==> src/rtl/byte_striping_tx_multilane.sv <==
// byte_striping_tx_multilane: stripes a serial symbol stream round-robin across LANES output lanes
//   clk          : system clock, rising edge
//   reset        : asynchronous active-low reset
//   valid, data  : input symbol stream, no backpressure
//   active_lanes : requested lane count, sampled only at stripe start (0 or >LANES means LANES)
//   data_out     : registered packed lane data, lane i at [i*WIDTH +: WIDTH]
//   valid_out    : registered per-lane valid, one-cycle pulse per launched stripe
//   stripe_count : registered count of launched stripes (full or flushed), wraps silently
module byte_striping_tx_multilane #(
    parameter int WIDTH = 8,
    parameter int LANES = 4,
    parameter logic [WIDTH-1:0] PAD = '0,
    parameter int CNT_W = 16
) (
    input  logic                      clk,
    input  logic                      reset,
    input  logic                      valid,
    input  logic [WIDTH-1:0]          data,
    input  logic [$clog2(LANES):0]    active_lanes,
    output logic [LANES*WIDTH-1:0]    data_out,
    output logic [LANES-1:0]          valid_out,
    output logic [CNT_W-1:0]          stripe_count
);
    localparam int AW = $clog2(LANES) + 1;
    localparam int PW = LANES > 1 ? $clog2(LANES) : 1;
    logic [PW-1:0]          r_ptr;
    logic [AW-1:0]          r_n;
    logic [WIDTH-1:0]       r_hold [LANES];
    logic [LANES*WIDTH-1:0] r_dout;
    logic [LANES-1:0]       r_vout;
    logic [CNT_W-1:0]       r_cnt;
    logic [AW-1:0]          w_nsel;
    logic [AW-1:0]          w_ncur;
    logic [AW-1:0]          w_fill;
    logic                   w_launch;
    logic [LANES*WIDTH-1:0] w_dout;
    logic [LANES-1:0]       w_vout;
    always_comb begin
        w_nsel   = (active_lanes == '0 || active_lanes > AW'(LANES)) ? AW'(LANES) : active_lanes;
        // the lane count sampled on a stripe's first edge already governs that edge
        w_ncur   = (r_ptr == '0) ? w_nsel : r_n;
        // lanes carried by a launch: the whole stripe on completion, the filled part on flush
        w_fill   = valid ? w_ncur : AW'(r_ptr);
        w_launch = valid ? (AW'(r_ptr) == w_ncur - 1'b1) : (r_ptr != '0);
        w_dout   = '0;
        w_vout   = '0;
        for (int i = 0; i < LANES; i++) begin
            w_vout[i]               = AW'(i) < w_fill;
            w_dout[i*WIDTH +: WIDTH] = !w_vout[i] ? PAD :
                                       (valid && AW'(r_ptr) == AW'(i)) ? data : r_hold[i];
        end
    end
    always_ff @(posedge clk or negedge reset) begin
        if (!reset) begin
            r_ptr  <= '0;
            r_n    <= AW'(LANES);
            r_dout <= '0;
            r_vout <= '0;
            r_cnt  <= '0;
            for (int i = 0; i < LANES; i++) r_hold[i] <= '0;
        end else begin
            if (r_ptr == '0) r_n <= w_nsel;
            r_vout <= w_launch ? w_vout : '0;
            if (w_launch) begin
                r_dout <= w_dout;
                r_cnt  <= r_cnt + 1'b1;
                r_ptr  <= '0;
            end else if (valid) begin
                r_hold[r_ptr] <= data;
                r_ptr         <= r_ptr + 1'b1;
            end
        end
    end
    assign data_out     = r_dout;
    assign valid_out    = r_vout;
    assign stripe_count = r_cnt;
endmodule

==> config.mk <==
export PLATFORM = sky130hd
export DESIGN_NAME = byte_striping_tx_multilane
export DESIGN_NICKNAME = d
export VERILOG_FILES = /design/src/rtl/byte_striping_tx_multilane.sv
export SDC_FILE = /design/constraint.sdc
export NUM_CORES = 1
export LEC_CHECK = 0
export CORE_MARGIN = 5
export CORE_UTILIZATION = 49
export DETAILED_ROUTE_END_ITERATION = 10
export PLACE_DENSITY_LB_ADDON = 0.08
export SLEW_MARGIN = 20
export SYNTH_ARGS = -nofsm -noshare
export SYNTH_HDL_FRONTEND = slang
export SYNTH_SLANG_ARGS = --single-unit
export TNS_END_PERCENT = 50
==> constraint.sdc <==
create_clock -name clk -period 2.36 [get_ports clk]
set_clock_uncertainty 0.1 [all_clocks]
set_input_delay 0.354 -clock clk [delete_from_list [all_inputs] [get_ports clk]]
set_output_delay 0.354 -clock clk [all_outputs]
set_load 0.05 [all_outputs]
==> results_dict.tcl <==
# place-and-route summary
set metrics [dict create \
    p_sw_mw 3.44 \
    aoi_share 0.106 \
    cts_setup_buffers 12 \
    seq_area_frac_synth 0.526 \
    synth.avg_cell_area_um2 11.4 \
    synth_top_area_share 0.519 \
    stdcell_count 600 \
    end_kind "flip-flop" \
    grt_max_degree 63 \
    pin_count 66 \
    yosys.area_share.adder 0.0177 \
    rr_worst_depth 11 \
    grtUsageMet1 0.278 \
    grt-ovfl-total 0 \
    path_depth 11 \
    dp_slack_ns -0.835 \
    tightestPinTransition_ns 0.654 \
    crit_start "r_ptr[1]$_DFFE_PN0P_" \
    ys_sh_simple 0.139 \
    cts-root-buf "clkbuf_8" \
    h-tree-depth 3 \
    floorplan.nets 392 \
    irDropWorstVdd_mv 0.638 \
    setup_tns_ns -0.708 \
    postPlaceCellArea_um2 5430 \
    maxSlewViolCount 0 \
    cp_num_buf_inv 5 \
    final-nonclk-buf-share 0.199 \
    cp_top_family "AND-OR/OR-AND gates" \
    crit_chain "inv_2 -> ha_4 -> buf_6 -> buf_6 -> o21a_4 -> a2111oi_4 -> buf_4 -> o31ai_4 -> buf_12 -> or4_4 -> xnor2_2" \
    synth_warnings 0 \
    grt_use_total 0.202 \
    n_antenna_cell 0 \
    cp.arrival_ns 2.69 \
    holdWs_ns 0.345 \
    yosys.area.top_type "dfrtp_1" \
    yosysMostFrequentCell "dfrtp_1" \
    buffers_excl_clock 121 \
    cts.clk_slew.worst_paths_ns 0.09 \
    hp-class "in -> async" \
    power_mw 8.07 \
    postLayoutCellArea_um2 5980 \
    first_iter_violations 140 \
    fp_util 0.493 \
    nMultiInputCombCells 258 \
    crit_top_cell "buf_6" \
    drc_errors 0 \
    startpoint_type "flip-flop" \
    synth.area.top_cells "dfrtp_1 (52%), mux2_2 (9.0%), mux2i_1 (5.7%), nand2_1 (5.4%), o31ai_1 (2.8%)" \
    seq_power_share 0.317 \
    r2r-start "r_ptr[1]$_DFFE_PN0P_" \
    edf_count 0 \
    synth-xor-area-share 0.0351 \
    slew_headroom 0.563 \
    worst_path_largest_cell_delay_ns 0.43 \
    fmax_mhz 391 \
    taps 108 \
    p_per_area_nw_per_um2 1350 \
    hold_viol 0 \
    die_w_um 103 \
    cts_tree "done" \
    ys_area_um2 4240 \
    p_sw_frac 0.426 \
    routed_via_density 5.34 \
    area_growth_pct 41.0 \
    rrSetupSlack_ns -0.20 \
    violations "negative setup slack" \
    p_comb_mw 4.48 \
    placed_cells 568 \
    period_used_share 1.08 \
    ys_seq_elements 89 \
    coreArea_um2 8590 \
    rsz0062_at_grt "yes" \
    cp.required_ns 2.50 \
    rows 34 \
    fillCellCount 628 \
    cp-endpoint "stripe_count[12]$_DFFE_PN0P_" \
    inv_count 8 \
    ys_cells 372 \
    ys_sh_mux 0.147 \
    pwr-share-clk 0.128 \
    topCombFamilyByArea "multiplexers" \
    syn_inst 372 \
    clockBufferDepth 2 \
    ys_top_cells_by_count "dfrtp_1 (88), nand2_1 (61), mux2_2 (34), mux2i_1 (24), a21oi_1 (17)" \
    gp_congestion 0.797 \
    async_flop_share 1.00 \
    combPwrFrac 0.554 \
    slowest_stage "or4_4" \
    postRouteAntennaNets 0 \
    cts_resized 45 \
    drt_pass1_iterations 4 \
    seq_share 0.373 \
    antenna_found_initial 0 \
    grt_pass1_wl_um 16600 \
    use_met2 0.323 \
    grt_pass1_vias 3150 \
    powerSeq_mw 2.56 \
    biggestCellCategory "sequential cells" \
    status "finished, violations left" \
    worst_slack_ns -0.197 \
    post-route-util 0.696 \
    setup_violations 19 \
    io_buffers 65 \
    clkCellAreaFrac 0.0310 \
    busiest_layer "met2" \
    ff_type "dfrtp_1" \
    drive_gt1_frac 0.313 \
    power_leader "combinational logic" \
    synth_area_um2 4240 \
    synth.distinct_cells 47 \
    wl_per_cell_um 17.0 \
    die_h_um 103 \
    sh_comb_area 0.369 \
    cp_max_fo 6 \
    period_minus_slack_ns 2.56 \
]
[cells in the final DEF (no fill, tap or decap), types with 3 or more instances in the layout]
cell type	count
a21oi_1	17
buf_12	8
buf_4	40
buf_6	8
clkbuf_8	9
clkdlybuf4s50_1	61
clkinv_2	3
dfrtp_1	86
ha_1	4
inv_1	5
inv_2	3
mux2_2	7
mux2_4	27
mux2i_1	24
nand2_1	61
nand3_1	14
nor2_1	7
nor2_4	5
nor4_4	5
o21ai_0	3
o21ai_1	6
o221ai_1	8
o31ai_1	7
o31ai_2	8
o31ai_4	3
xnor2_1	4
xor2_1	12
[routing by layer]
layer | routed length [um] | vias up
met3 | 452 | 9
met4 | 132 | 0
met2 | 4970 | 66
li1 | - | 1550
met5 | 0 | -
met1 | 4650 | 1576
Figure 1. Placement by cell class.
Fill, decap, tap and diode cells in gray.
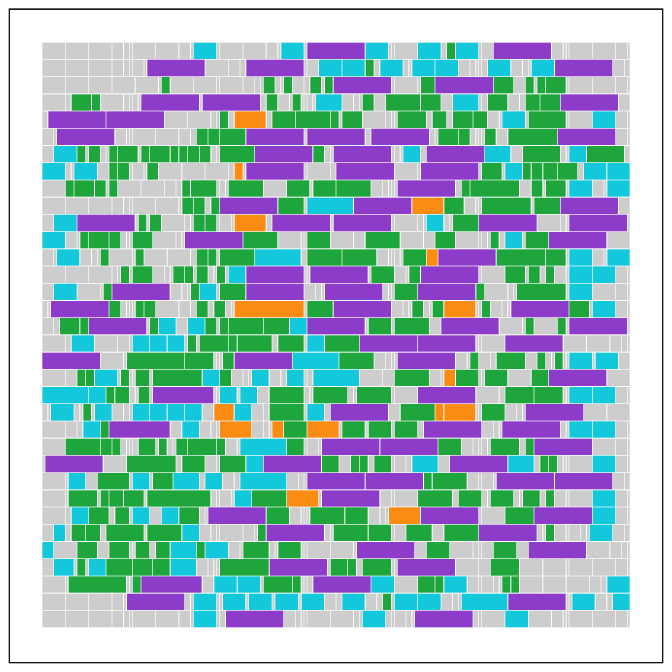
legend:
  other buffers and delay cells:
    color: cyan
    cells: 121
    share_of_their_area: 20%
  clock drivers and dummy loads:
    color: orange
    cells: 16
    share_of_their_area: 3.2%
  flip-flops:
    color: purple
    cells: 89
    share_of_their_area: 38%
  all other logic:
    color: green
    cells: 266
    share_of_their_area: 38%

Figure 2. Met3 routing.
Scale bar: 20 um.
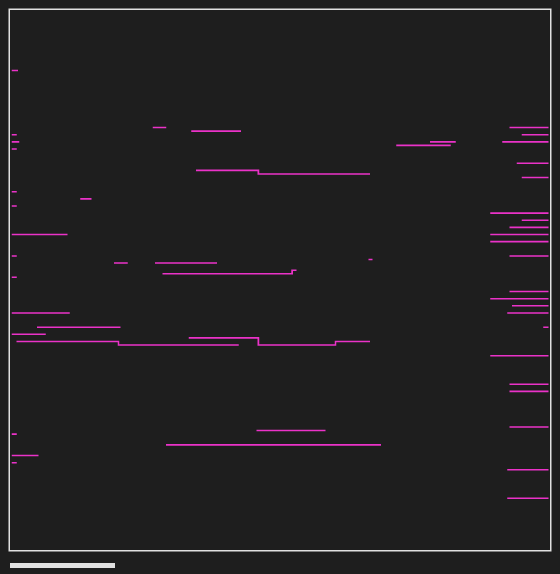
longest straight run: 40.7 um
share of all routed wire: 4.4%
main direction: horizontal
met3 usage: 0.0426
Routed WL: 10,200 um
Vias: 3,201

Figure 3. Clock routing.
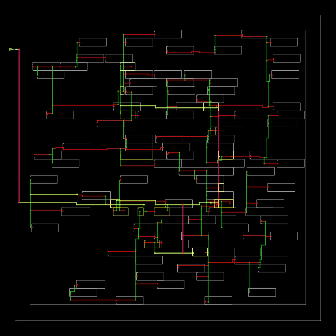
Clock buffer cells: 11
TritonCTS Buffers: 9
CTS sink count: 89
Latency at later pin: 0.35 ns
Power Clock: 1.04 mW

No activity file was given, so power comes from the tool's default toggle rates.
